## config.mk

```make
export PLATFORM = sky130hd
export DESIGN_NAME = sbox8_ti_r3_stage
export DESIGN_NICKNAME = d
export VERILOG_FILES = /design/src/rtl/sbox8_ti_r3_stage.sv
export SDC_FILE = /design/constraint.sdc
export NUM_CORES = 1
export LEC_CHECK = 0
export ABC_CLOCK_PERIOD_IN_PS = 4420
export CORE_MARGIN = 3
export CORE_UTILIZATION = 40
export DETAILED_ROUTE_END_ITERATION = 10
export PLACE_DENSITY = 0.71
export SYNTH_ARGS = -nofsm -noshare
export SYNTH_HDL_FRONTEND = slang
export SYNTH_SLANG_ARGS = --single-unit
```

## constraint.sdc

```tcl
create_clock -name clk -period 4.42 [get_ports clk]
set_input_delay 0.884 -clock clk [delete_from_list [all_inputs] [get_ports clk]]
set_output_delay 0.884 -clock clk [all_outputs]
set_load 0.05 [all_outputs]
```

## src/rtl/sbox8_ti_r3_stage.sv

```systemverilog
// rtl/sbox8_ti_r3_stage.sv - round-3 to round-4 share-preserving elastic stage with two-entry skid buffer
// Optional sharing refresh enabled by defining STIS8_R3_REFRESH_EN.
module sbox8_ti_r3_stage #(
   parameter int SHARES = 4,
   parameter int WIDTH  = 8
) (
   input  logic                          clk,
   input  logic                          rst,
   input  logic                          in_valid,
   output logic                          in_ready,
   input  logic [SHARES*WIDTH-1:0]       in_shares,
   input  logic [(SHARES-1)*WIDTH-1:0]   rnd,
   output logic                          out_valid,
   input  logic                          out_ready,
   output logic [SHARES*WIDTH-1:0]       out_shares,
   output logic [15:0]                   xfer_cnt
);

   localparam int N = SHARES * WIDTH;

   typedef enum logic [1:0] {
      ST_EMPTY = 2'd0,
      ST_ONE   = 2'd1,
      ST_FULL  = 2'd2
   } state_t;

   state_t         state;
   state_t         state_next;
   logic [N-1:0]   m_reg;
   logic [N-1:0]   s_reg;
   logic [N-1:0]   w;
   logic [15:0]    cnt_reg;
   logic           accept;
   logic           emit;
   logic           load_m_w;
   logic           load_m_s;
   logic           load_s_w;

   // Handshake outputs decode the state register only, never out_ready.
   assign in_ready   = (state != ST_FULL);
   assign out_valid  = (state != ST_EMPTY);
   assign accept     = in_valid & in_ready;
   assign emit       = out_valid & out_ready;
   assign out_shares = m_reg;
   assign xfer_cnt   = cnt_reg;

`ifdef STIS8_R3_REFRESH_EN
   logic [WIDTH-1:0] r_sum;

   // Only randomness is folded into the last share; shares are never mixed with each other.
   always_comb begin
      r_sum = '0;
      w     = in_shares;
      for (int s = 0; s < SHARES - 1; s++) begin
         w[s*WIDTH +: WIDTH] = in_shares[s*WIDTH +: WIDTH] ^ rnd[s*WIDTH +: WIDTH];
         r_sum               = r_sum ^ rnd[s*WIDTH +: WIDTH];
      end
      w[(SHARES-1)*WIDTH +: WIDTH] = in_shares[(SHARES-1)*WIDTH +: WIDTH] ^ r_sum;
   end
`else
   logic unused_rnd;

   assign unused_rnd = ^rnd;
   assign w          = in_shares;
`endif

   always_comb begin
      state_next = state;
      load_m_w   = 1'b0;
      load_m_s   = 1'b0;
      load_s_w   = 1'b0;
      unique case (state)
         ST_EMPTY: begin
            if (accept) begin
               load_m_w   = 1'b1;
               state_next = ST_ONE;
            end
         end
         ST_ONE: begin
            if (accept && emit) begin
               load_m_w = 1'b1;
            end else if (accept) begin
               load_s_w   = 1'b1;
               state_next = ST_FULL;
            end else if (emit) begin
               state_next = ST_EMPTY;
            end
         end
         ST_FULL: begin
            if (emit) begin
               load_m_s   = 1'b1;
               state_next = ST_ONE;
            end
         end
         default: state_next = ST_EMPTY;
      endcase
   end

   always_ff @(posedge clk) begin
      if (rst) begin
         state   <= ST_EMPTY;
         m_reg   <= '0;
         s_reg   <= '0;
         cnt_reg <= '0;
      end else begin
         state <= state_next;
         if (load_m_w) begin
            m_reg <= w;
         end else if (load_m_s) begin
            m_reg <= s_reg;
         end
         if (load_s_w) begin
            s_reg <= w;
         end
         if (accept) begin
            cnt_reg <= cnt_reg + 16'd1;
         end
      end
   end

endmodule

```

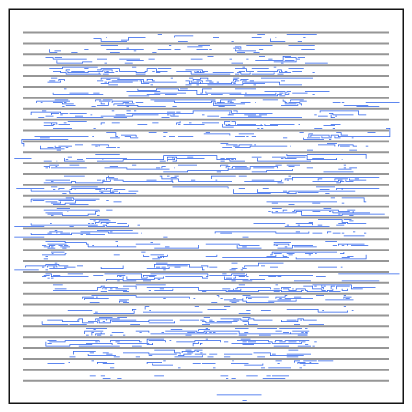
*Met1 routing, run 1*
(4 px per µm) Supply wires on this layer in gray.
The longest straight run is 21.6 µm. The layer carries 3570 µm of wire. The wires run mostly horizontal. The layer holds 45% of the routed length.

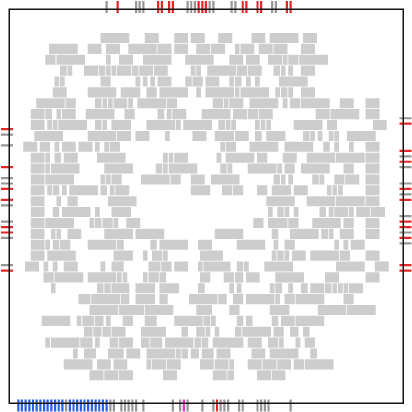
*Ports around the boundary, run 1*
(4 px per µm) Pins as bars across the die edge, other pins in gray.
Key: blue = rnd [pins 24, direction input, edge bottom]; red = out_shares [pins 32, direction output, edge 14 top, 10 right, 7 left, 1 bottom]; magenta = out_valid [pins 1, direction output, edge bottom]
All pins by edge: 50 bottom, 27 top, 18 right, 15 left.

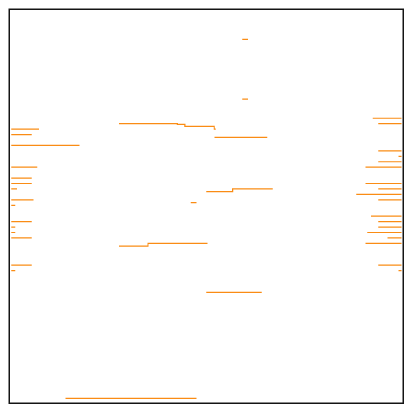
*Metal 3, run 1*
(4 px per µm)
The layer holds 3.8% of the routed length. The layer carries 303 µm of wire. The wires run mostly horizontal. The longest straight run is 32.4 µm.

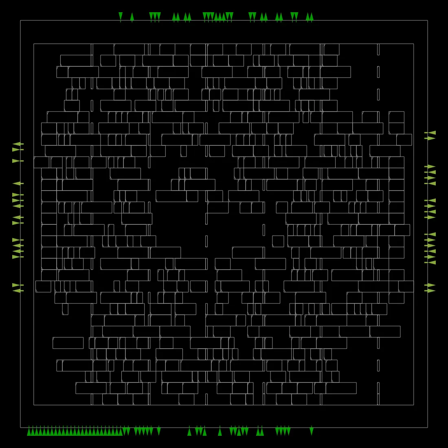
*Cell outlines without signal wires, run 1*
# rows: 32
register share of the cell area: 36.7%
Cell Count, Final, Fillers Out: 562

==> run 1: worst max-delay path: cells and delay by family, from the launching register on <==
family | cells | cell delay (ps)
flops | 1 | 430
buf+inv | 1 | 830
simple gates | 1 | 260
==> run 1: cell families (layout without fill, tap and decap cells) <==
group	count (synthesis)	in the layout	synth area share [%]
buffers and inverters	31	110	4.35
DFF	82	82	48.4
and+or+nand+nor	143	143	20.1
adders and majority gates	1	1	0.369
xor gates and xnor gates	7	7	1.81
AOI/OAI and AO/OA	84	84	15.3
muxes	33	33	9.77
==> run 1: per-layer routing <==
layer	up-vias	routed length, µm	global-route usage [%]
li1	1467	-	-
met1	1351	3570	20.1
met2	45	3950	27.1
met3	8	302	4.43
met4	0	105	5.96
met5	-	0	0
==> run 1: cell usage in the layout, fill, tap and decap left out, drive strengths merged, types with 2 or more instances in the layout <==
cell / Yosys / routed
a211oi: 33 / 33
a21oi: 42 / 42
and2: 2 / 2
and3: 2 / 2
and4: 2 / 2
buf: 13 / 6
clkbuf: 14 / 14
clkdlybuf4s50: 0 / 84
clkinv: 0 / 2
dfxtp: 82 / 82
inv: 4 / 4
mux2i: 32 / 32
nand2: 71 / 71
nand3: 5 / 5
nand4: 5 / 5
nor2: 41 / 41
nor3b: 2 / 2
o21ai: 5 / 5
o31ai: 3 / 3
or3: 4 / 4
or4: 3 / 3
xor2: 7 / 7
==> run 1: cell type report <==
| type | instances | area, µm² |
|---|---|---|
| Timing Repair Buffer | 90 | 883 |
| Clock inverter | 2 | 10.0 |
| Fill cell | 745 | 3500 |
| Sequential cell | 82 | 1640 |
| Tap cell | 102 | 128 |
| Inverter | 4 | 15.0 |
| Multi-Input combinational cell | 268 | 1620 |
| Clock buffer | 14 | 173 |
==> results.py, run 1 <==
# Physical implementation metrics
metrics = {
    "synthesis": {
        "ys_cells": 381,
        "synth_area_mm2": 0.00339,
        "ff_type": "dfxtp_1",
        "top_cells_by_count": "82 x dfxtp_1, 71 x nand2_1, 42 x a21oi_1, 41 x nor2_1, 33 x a211oi_1",
        "synth_top_cell_by_area": "dfxtp_1",
        "syn_avg_cell_area_um2": 8.91,
    },
    "clock_network": {
        "cts_made_buffers": 9,
        "cts_setup_buffers": 0,
        "clkLatencyLatePin_ps": 340,
        "clkSlewWorstSetupHoldPaths_ps": 70,
        "cts_hold_buf": 0,
        "cts_num_sinks": 82,
    },
    "detailed_routing": {
        "vias": 2871,
        "drc": 0,
    },
    "critical_path": {
        "critPathSlowestCell": "clkdlybuf4s50_1",
        "ff2ff_path_depth": 5,
        "crit_path_cell_trace": "nand2b_4 > clkdlybuf4s50_1",
        "critPathArrivalTime_ps": 1850,
        "crit_type": "reg -> out",
        "crit_path_max_incr_delay_ps": 830,
        "rrSetupSlack_ps": 2450,
        "cp_max_fo": 11,
        "critPathRequiredTime_ps": 3540,
        "crit_end": "in_ready",
    },
    "sta": {
        "period_minus_slack_ps": 2730,
        "finalHoldWorstSlack_ps": 453,
        "maxSlewViolCount": 0,
        "setup_viol_count_final": 0,
        "fin_crit_sh_pct": 61.9,
        "slew_headroom_pct": 32.7,
        "tns_ps": 0,
        "hold_viol_final": 0,
    },
    "floorplan": {
        "die-height_um": 98.1,
    },
    "pwr": {
        "total_power_uw": 1600,
        "p_clk_share_pct": 31.4,
        "comb_power_share_pct": 18.7,
        "sequentialPowerShare_pct": 49.9,
        "comb_cell_power_uw": 298,
        "leakage_uw": 0.00176,
        "top_power_group": "sequential cells",
    },
    "cells_and_area": {
        "final_layout_size_suffix_gt1_share_pct": 6.74,
        "diodes": 0,
    },
    "placed_design": {
        "place_congestion": 0.738,
        "place_inst": 546,
    },
    "run_status": {
        "run_status": "complete, no violations",
    },
    "global_route": {
        "grt_max_degree": 57,
    },
    "flow_run": {
        "openroad.warnings": 50,
    },
    "min_path": {
        "whs_path_depth": 2,
        "whs_endpoint": "s_reg[30]",
        "hp-class": "reg -> reg",
    },
}
### The metal 2 layer, run 1

(3 px per µm) Cells faint in the background.
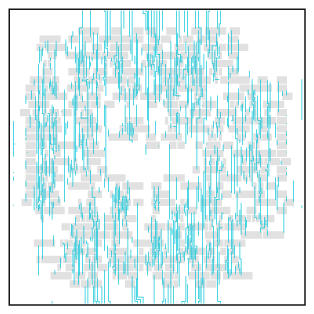

==> run 2: changes to the inputs <==
ABC_CLOCK_PERIOD_IN_PS = 2900   (was 4420)
clock period = 2.9 ns   (was 4.42 ns; I/O delays follow)
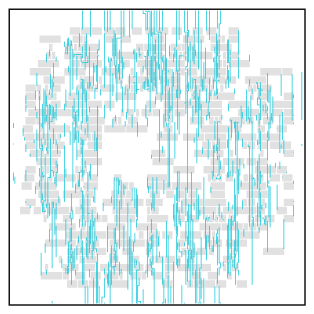
*The metal 2 layer, run 2*
(3 px per µm) Cells faint in the background.
The wires run mostly vertical. 406 nets have wire on it. The layer holds 50% of the routed length. The longest straight run is 34.0 µm.

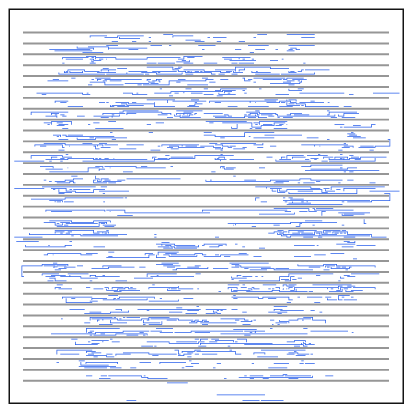
*Met1 routing, run 2*
(4 px per µm) Supply wires on this layer in gray.
The layer carries 3630 µm of wire. 448 nets have wire on it.

==> run 2 against run 1 <==
Sequential cell count did not move. Clock power up 66%. Design area grew 2.1%. Total power increased by 58%. Non-clock buffer count grew 6. Largest cell class unchanged. Largest power group unchanged. Combinational power increased by 57%. Sequential share of layout area fell by 0.75 points. Critical endpoint unchanged.
==> results.py, run 2 <==
# Physical implementation metrics
metrics = {
    "synthesis": {
        "ff_type": "dfxtp_1",
        "syn_avg_cell_area_um2": 8.91,
        "ys_cells": 381,
        "synth_top_cell_by_area": "dfxtp_1",
        "top_cells_by_count": "82 x dfxtp_1, 71 x nand2_1, 42 x a21oi_1, 41 x nor2_1, 33 x a211oi_1",
    },
    "clock_network": {
        "clkLatencyLatePin_ps": 340,
        "clkSlewWorstSetupHoldPaths_ps": 80,
        "cts_made_buffers": 9,
        "cts_hold_buf": 0,
    },
    "cells_and_area": {
        "final_cell_mix": "84 x clkdlybuf4s50_1, 82 x dfxtp_1, 71 x nand2_1",
        "seq_area_mm2": 0.00164,
        "nMultiInputCombCells": 268,
        "flops": 82,
        "signal_buffers": 96,
        "largest_cell_class": "sequential cells",
        "clock_area_share_pct": 4.50,
        "diodes": 0,
        "sh_seq_area_pct": 36.0,
        "nonClkBufAreaFrac_pct": 20.9,
        "final_layout_size_suffix_gt1_share_pct": 8.15,
        "combGateArea_mm2": 0.00162,
    },
    "min_path": {
        "hp-class": "reg -> reg",
    },
    "critical_path": {
        "critPathSlowestCell": "clkdlybuf4s50_1",
        "crit_type": "reg -> out",
        "crit_path_max_incr_delay_ps": 830,
        "cp_max_fo": 11,
        "crit_path_cell_trace": "nand2b_4 > clkdlybuf4s50_1",
    },
    "sta": {
        "slew_headroom_pct": 39.4,
        "fin_crit_sh_pct": 84.8,
        "setup_viol_count_final": 0,
        "hold_viol_final": 0,
    },
    "global_route": {
        "grt_max_degree": 55,
    },
    "detailed_routing": {
        "met2_length_mm": 3.98,
        "drt-met1-wl_mm": 3.63,
        "top_layer_used": "met4",
    },
    "floorplan": {
        "nWellTaps": 102,
    },
    "flow_run": {
        "openroad.warnings": 50,
    },
    "placed_design": {
        "place_congestion": 0.743,
    },
    "run_status": {
        "run_status": "complete, no violations",
    },
    "pwr": {
        "p_clk_share_pct": 33.1,
        "total_power_uw": 2510,
    },
}
[run 2: cell counts after synthesis]
Identical to the previous run, type by type.
[run 2: routing by layer]
metal	up-vias	track usage, %
met1	1366	21.6
li1	1481	-
met5	-	0
met2	50	28.7
met4	0	6.50
met3	8	3.21
[run 2: stage by stage]
| stage | hold slack, ps | util [%] | instances | area (µm²) | worst slack [ps] |
|---|---|---|---|---|---|
| 2_1_floorplan | 436 | - | 381 | 3390 | 1010 |
| 3_3_place_gp | 441 | 54.7 | 552 | 4360 | 477 |
| 3_5_place_dp | 447 | 54.7 | 552 | 4360 | 433 |
| 4_1_cts | 459 | 57.3 | 568 | 4560 | 430 |
| 5_1_grt | 476 | 57.3 | 568 | 4560 | 392 |
| 6_report | 456 | 57.3 | 568 | 4560 | 441 |
[run 2: path summary, 6_finish.rpt]
check             cells after the start  slack [ps]      from              to
setup / recovery                      2         440  state[0]        in_ready
hold reg to reg                       2         460  s_reg[0]        s_reg[0]
setup reg to reg                      5         820  state[0]  out_shares[11]
hold / removal                        2         460  s_reg[0]        s_reg[0]
[run 2: worst max-delay path: cells and delay by family, from the launching register on]
family	cells	cell delay (ps)
buffers and inverters	1	830
DFF	1	440
and+or+nand+nor	1	260
[run 2: logic make-up after synthesis]
group                      synth area share (%)
AOI/OAI and AO/OA                          15.3
xor gates and xnor gates                   1.81
adders and majority gates                 0.369
buffers and inverters                      4.35
DFF                                        48.4
muxes                                      9.77
and+or+nand+nor                            20.1
[run 2: power by group through the flow]
| stage | registers [µW] | clock network, µW | logic [µW] |
|---|---|---|---|
| after floorplan | 1380 | 0 | 143 |
| after global placement | 1240 | 0 | 461 |
| after detailed placement | 1240 | 0 | 468 |
| after CTS | 1210 | 863 | 470 |
| after global routing | 1220 | 906 | 499 |
| final | 1210 | 831 | 467 |
No activity file was given, so power comes from the tool's default toggle rates.
